### Logic cells by family, run 1

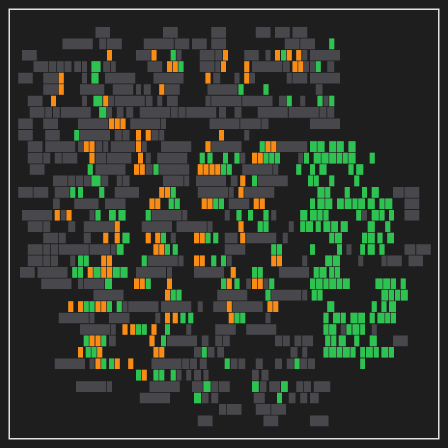
### Sequential cells grouped by signal name, run 1

The bar under the picture is 20 um long.
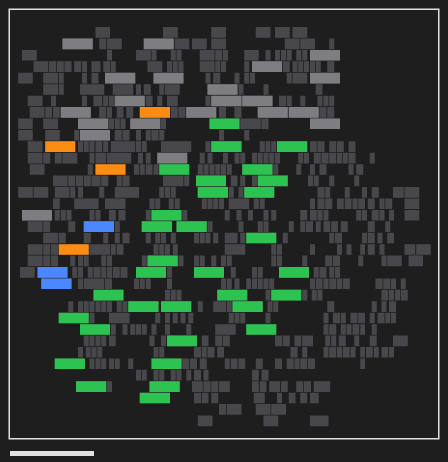
### Track usage over the die, run 1

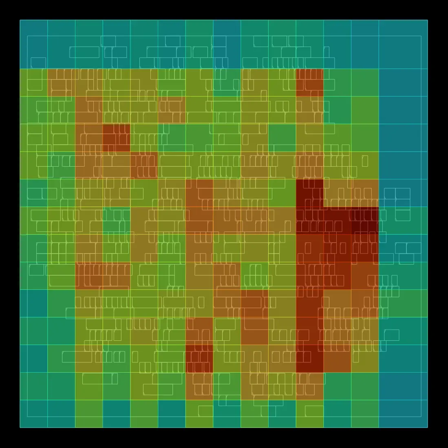
<file path="config.mk">
export PLATFORM = sky130hd
export DESIGN_NAME = alu_seq_ctrl
export DESIGN_NICKNAME = d
export VERILOG_FILES = /design/src/rtl/alu_seq_ctrl.sv
export SDC_FILE = /design/constraint.sdc
export NUM_CORES = 1
export LEC_CHECK = 0
export ABC_AREA = 1
export CORE_MARGIN = 1.5
export CORE_UTILIZATION = 35
export CTS_CLUSTER_DIAMETER = 40
export DETAILED_ROUTE_END_ITERATION = 6
export PLACE_DENSITY = 0.65
export SLEW_MARGIN = 10
export SYNTH_ARGS = -nofsm -noshare
export SYNTH_HDL_FRONTEND = slang
export SYNTH_SLANG_ARGS = --single-unit
</file>
<file path="constraint.sdc">
create_clock -name clk -period 4.06 [get_ports clk]
set_input_delay 1.218 -clock clk [delete_from_list [all_inputs] [get_ports clk]]
set_output_delay 1.218 -clock clk [all_outputs]
set_load 0.005 [all_outputs]
</file>
<file path="src/rtl/alu_seq_ctrl.sv">
// alu_seq_ctrl: sequencer for an external combinational ALU, with a small
// register file and stored Z/C flags.
// Each command takes three cycles: IDLE (accept and read operands),
// EXEC (drive the ALU and capture its result), then WB (done pulse).
// Ports:
//   clk, rst                    clock, synchronous active-high reset
//   cmd_valid / cmd_ready       command handshake (ready only in IDLE)
//   cmd_op, cmd_rs1/rs2/rd      opcode, source and destination registers
//   cmd_imm, cmd_usec, cmd_fin  immediate, flag-in select, explicit flag-in
//   ALUA/ALUB/ALUcontrol/ALUFLAGin   outputs to the ALU (zero outside EXEC)
//   ALUresult, ALUflags {Z,C}   results returned by the ALU
//   done, resp_data, err        completion pulse, result and illegal-op pulse
//   flag_z, flag_c              stored flags
//   dbg_addr / dbg_data         combinational register read port
module alu_seq_ctrl #(
  parameter int n    = 4,
  parameter int NREG = 8
) (
  input  logic         clk,
  input  logic         rst,
  input  logic         cmd_valid,
  output logic         cmd_ready,
  input  logic [3:0]   cmd_op,
  input  logic [2:0]   cmd_rs1,
  input  logic [2:0]   cmd_rs2,
  input  logic [2:0]   cmd_rd,
  input  logic [n-1:0] cmd_imm,
  input  logic         cmd_usec,
  input  logic         cmd_fin,
  output logic [n-1:0] ALUA,
  output logic [n-1:0] ALUB,
  output logic [3:0]   ALUcontrol,
  output logic         ALUFLAGin,
  input  logic [n-1:0] ALUresult,
  input  logic [1:0]   ALUflags,
  output logic         done,
  output logic [n-1:0] resp_data,
  output logic         flag_z,
  output logic         flag_c,
  output logic         err,
  input  logic [2:0]   dbg_addr,
  output logic [n-1:0] dbg_data
);

  typedef enum logic [1:0] {IDLE, EXEC, WB} state_t;

  state_t       state_q, state_d;
  logic [3:0]   op_q, op_d;
  logic [2:0]   rd_q, rd_d;
  logic [n-1:0] imm_q, imm_d;
  logic [n-1:0] a_q, a_d;
  logic [n-1:0] b_q, b_d;
  logic         fin_q, fin_d;
  logic [n-1:0] res_q, res_d;
  logic         fz_q, fz_d;
  logic         fc_q, fc_d;
  logic [n-1:0] regs_q [NREG];
  logic [n-1:0] regs_d [NREG];

  logic [n-1:0] rs1_val, rs2_val;
  logic         op_alu, op_ldi;

  // Register reads; addresses beyond NREG read as zero.
  always_comb begin
    rs1_val  = '0;
    rs2_val  = '0;
    dbg_data = '0;
    if (int'(cmd_rs1) < NREG) rs1_val = regs_q[cmd_rs1];
    if (int'(cmd_rs2) < NREG) rs2_val = regs_q[cmd_rs2];
    if (int'(dbg_addr) < NREG) dbg_data = regs_q[dbg_addr];
  end

  assign op_alu = (op_q < 4'hA);
  assign op_ldi = (op_q == 4'hF);

  always_comb begin
    state_d = state_q;
    op_d    = op_q;
    rd_d    = rd_q;
    imm_d   = imm_q;
    a_d     = a_q;
    b_d     = b_q;
    fin_d   = fin_q;
    res_d   = res_q;
    fz_d    = fz_q;
    fc_d    = fc_q;
    regs_d  = regs_q;
    unique case (state_q)
      IDLE: begin
        if (cmd_valid) begin
          op_d    = cmd_op;
          rd_d    = cmd_rd;
          imm_d   = cmd_imm;
          a_d     = rs1_val;
          b_d     = rs2_val;
          // Flag-in is resolved at acceptance so a later carry update
          // cannot leak into this command.
          fin_d   = cmd_usec ? fc_q : cmd_fin;
          state_d = EXEC;
        end
      end
      EXEC: begin
        res_d = '0;
        if (op_alu) begin
          res_d = ALUresult;
          fz_d  = ALUflags[1];
          fc_d  = ALUflags[0];
          if (int'(rd_q) < NREG) regs_d[rd_q] = ALUresult;
        end else if (op_ldi) begin
          res_d = imm_q;
          fz_d  = (imm_q == '0);
          if (int'(rd_q) < NREG) regs_d[rd_q] = imm_q;
        end
        state_d = WB;
      end
      WB:      state_d = IDLE;
      default: state_d = IDLE;
    endcase
  end

  always_ff @(posedge clk) begin
    if (rst) begin
      state_q <= IDLE;
      op_q    <= '0;
      rd_q    <= '0;
      imm_q   <= '0;
      a_q     <= '0;
      b_q     <= '0;
      fin_q   <= 1'b0;
      res_q   <= '0;
      fz_q    <= 1'b0;
      fc_q    <= 1'b0;
      for (int i = 0; i < NREG; i++) regs_q[i] <= '0;
    end else begin
      state_q <= state_d;
      op_q    <= op_d;
      rd_q    <= rd_d;
      imm_q   <= imm_d;
      a_q     <= a_d;
      b_q     <= b_d;
      fin_q   <= fin_d;
      res_q   <= res_d;
      fz_q    <= fz_d;
      fc_q    <= fc_d;
      regs_q  <= regs_d;
    end
  end

  assign cmd_ready  = (state_q == IDLE);
  assign done       = (state_q == WB);
  assign err        = done && !op_alu && !op_ldi;
  assign resp_data  = done ? res_q : '0;
  assign flag_z     = fz_q;
  assign flag_c     = fc_q;

  assign ALUA       = (state_q == EXEC) ? a_q   : '0;
  assign ALUB       = (state_q == EXEC) ? b_q   : '0;
  assign ALUcontrol = (state_q == EXEC) ? op_q  : 4'h0;
  assign ALUFLAGin  = (state_q == EXEC) ? fin_q : 1'b0;

endmodule
</file>
==> qor.csv, run 1 <==
stage;metric;value;unit
worst_setup_path;r2r_setup_slack;2090;ps
detailed_routing;routed.top_layer;met4;
synth;syn-cell-area;3420;um^2
synth;synth.distinct_cells;19;
timing;hold_violations;0;
synth;synth-xor-area-share;0;
place;io_buffers;56;
finish;area_growth;24.7;%
power_and_ir_drop;ir_drop;0.227;mV
worst_setup_path;cp_common_cell;clkdlybuf4s50_1;
clock_tree;clockRootBuffer;clkbuf_8;
hold_path;holdPathStages;2;
status;outcome;finished, final reports clean;
worst_setup_path;r2r_end;regs_q[1]$_SDFFE_PP0P_;
timing;period_needed;3980;ps
floorplan;tapCellCount;129;
worst_setup_path;crit_path_max_fanout;8;
power_and_ir_drop;clock_power_share;0.354;
power_and_ir_drop;pwr-share-comb;0.186;
worst_setup_path;cp-endpoint;dbg_data[0];
timing;fmax;251;MHz
finish;inverters_excl_clock;72;
clock_tree;numCtsBuffers;9;
power_and_ir_drop;powerClk;0.484;mW
floorplan;die.size.y;102;um
floorplan;coreArea;9370;um^2
synth;yosys_warnings;0;
detailed_routing;wl;10500;um
power_and_ir_drop;p_sw_frac;0.303;
synth;synth_flops;60;
clock_tree;clock_path_buffers;2;
synth;ys_seq_share;0.351;
synth;yosysTopAreaCellShare;0.351;
power_and_ir_drop;p_total;1.37;mW
power_and_ir_drop;power_leader;registers;
floorplan;num_rows;35;
power_and_ir_drop;pwr-share-seq;0.461;
worst_setup_path;slowest_delay;490;ps
worst_setup_path;cp.depth;7;
## Picture notes: 'Logic cells by family'
- green: NAND gates (cells 225; most used nand2_1)
- orange: NOR gates (cells 105; most used nor2_1)

## Picture notes: 'Sequential cells grouped by signal name'
- green: `regs_q` (sequential cells 32)
- blue: `rd_q` (sequential cells 3)
- orange: `imm_q` (sequential cells 4)
- not coloured: 21
post-layout util: 0.455
flop share of the area: 0.281
Seq. pwr: 0.630 mW
Flop area: 1200 um^2

## Picture notes: 'Track usage over the die'
GR Layer Usage met1: 0.294
M3 GR Usage: 0.0246
met2 usage in global routing: 0.325

==> run 2, diff against run 1 <==
Settings changed: SLEW_MARGIN 10 to default.
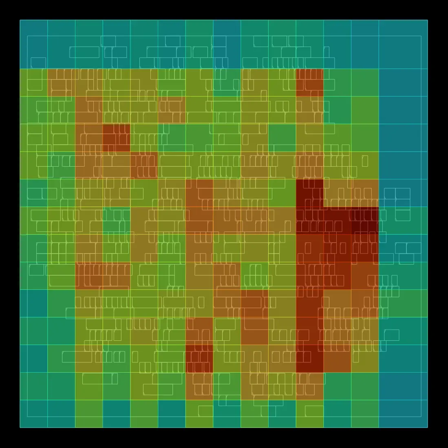
*Track usage over the die, run 2*
Total GRT Usage: 0.210
Top Usage Layer GRT: met2
Wirelength per Cell: 13.9 um

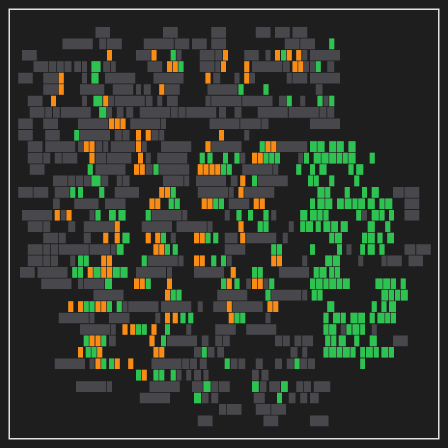
*Logic cells by family, run 2*
- green: NAND gates (cells 225; most used nand2_1)
- orange: NOR gates (cells 105; most used nor2_1)
Final Non-Filler Cells: 755
Commonest Layout Cell: nand2_1
combinational fraction of the cell area: 0.429

==> run 2 against run 1 <==
- final area stayed put
- clock power hardly changed
- routed wire length stayed put
- combinational power hardly changed
- total power stayed put
- worst hold slack stayed put
- sequential power hardly changed
- first-iteration DRC count stayed put
- flip-flop count stayed put
==> qor.csv, run 2 <==
stage;metric;value;unit
status;outcome;finished, final reports clean;
worst_setup_path;r2r_setup_slack;2090;ps
synth;yosys.cell_count.top_type;nand2_1;
worst_setup_path;cp_slowest_cell;clkdlybuf4s50_1;
place;io_buffers;56;
power_and_ir_drop;powerComb;0.254;mW
finish;seq_area;1200;um^2
power_and_ir_drop;p_total;1.37;mW
worst_setup_path;crit_path_max_fanout;8;
synth;yosys_warnings;0;
flow_run;drv_cap;0;
synth;ys_cells;574;
global_route;antenna_found_initial;0;
timing;grt_setup_unrepaired;no;
synth;yosysTopAreaCellShare;0.351;
detailed_routing;route.met3.wl;608;um
worst_setup_path;cp-endpoint;dbg_data[0];
synth;synth_flops;60;
worst_setup_path;r2r_end;regs_q[1]$_SDFFE_PP0P_;
global_route;gr-usage-met1;0.294;
detailed_routing;routed.top_layer;met4;
clock_tree;clock_path_buffers;2;
power_and_ir_drop;pwr-share-seq;0.461;
power_and_ir_drop;p_sw_frac;0.303;
power_and_ir_drop;pwr-share-comb;0.186;
detailed_routing;drt_iter0_drc;266;
power_and_ir_drop;power.internal;0.954;mW
synth;ys_top_cells_by_count;nand2_1 (152), nor2_1 (105), nand3_1 (70), inv_1 (68), dfxtp_1 (60);
clock_tree;clockRootBuffer;clkbuf_8;
hold_path;worstHoldEndpoint;b_q[3]$_SDFFE_PP0P_;
power_and_ir_drop;power_leader;registers;
floorplan;num_rows;35;
synth;ys_area;3420;um^2
finish;final_core_utilization;0.455;
finish;final-nonclk-buf-share;0.146;
worst_setup_path;rr_worst_depth;6;
global_route;first_global_vias;3296;
timing;hold_violations;0;
worst_setup_path;crit_start;dbg_addr[1];
finish;comb_cells;416;
worst_setup_path;cp_common_cell;clkdlybuf4s50_1;
synth;synth.distinct_cells;19;
finish;inverters_excl_clock;72;
floorplan;coreArea;9370;um^2
synth;yosysTopAreaCell;dfxtp_1;
finish;clkCellAreaFrac;0.0416;
timing;period_needed;3980;ps
finish;num_antenna_cells;0;
worst_setup_path;slowest_delay;490;ps
worst_setup_path;cp.depth;7;
synth;ys_seq_share;0.351;
power_and_ir_drop;seq_cell_power;0.630;mW
floorplan;die.size.y;102;um
worst_setup_path;cp.required;2840;ps
detailed_routing;wl;10500;um
hold_path;min-delay-start;b_q[3]$_SDFFE_PP0P_;
floorplan;fp_util;0.365;
worst_setup_path;endpoint_kind;output port;
power_and_ir_drop;clock_power_share;0.354;
power_and_ir_drop;powerClk;0.484;mW
global_route;gr-usage-met3;0.0246;
timing;fmax;251;MHz
worst_setup_path;path_cells;clkdlybuf4s50_1 > buf_4 > a21oi_1 > o21ai_0 > nand3_1 > o21a_1 > clkdlybuf4s50_1;
finish;area_growth;24.7;%
synth;synth-xor-area-share;0;
flow_run;tool_warnings;26;
finish;sh_seq_area;0.281;
hold_path;holdPathStages;2;
timing;fin_crit_sh;0.981;
global_route;gr-usage-met2;0.325;
floorplan;tapCellCount;129;
synth;syn-cell-area;3420;um^2
timing;final.setup.tns;0;ps
power_and_ir_drop;ir_drop;0.227;mV
clock_tree;numCtsBuffers;9;
Power and IR drop assume default switching activity.
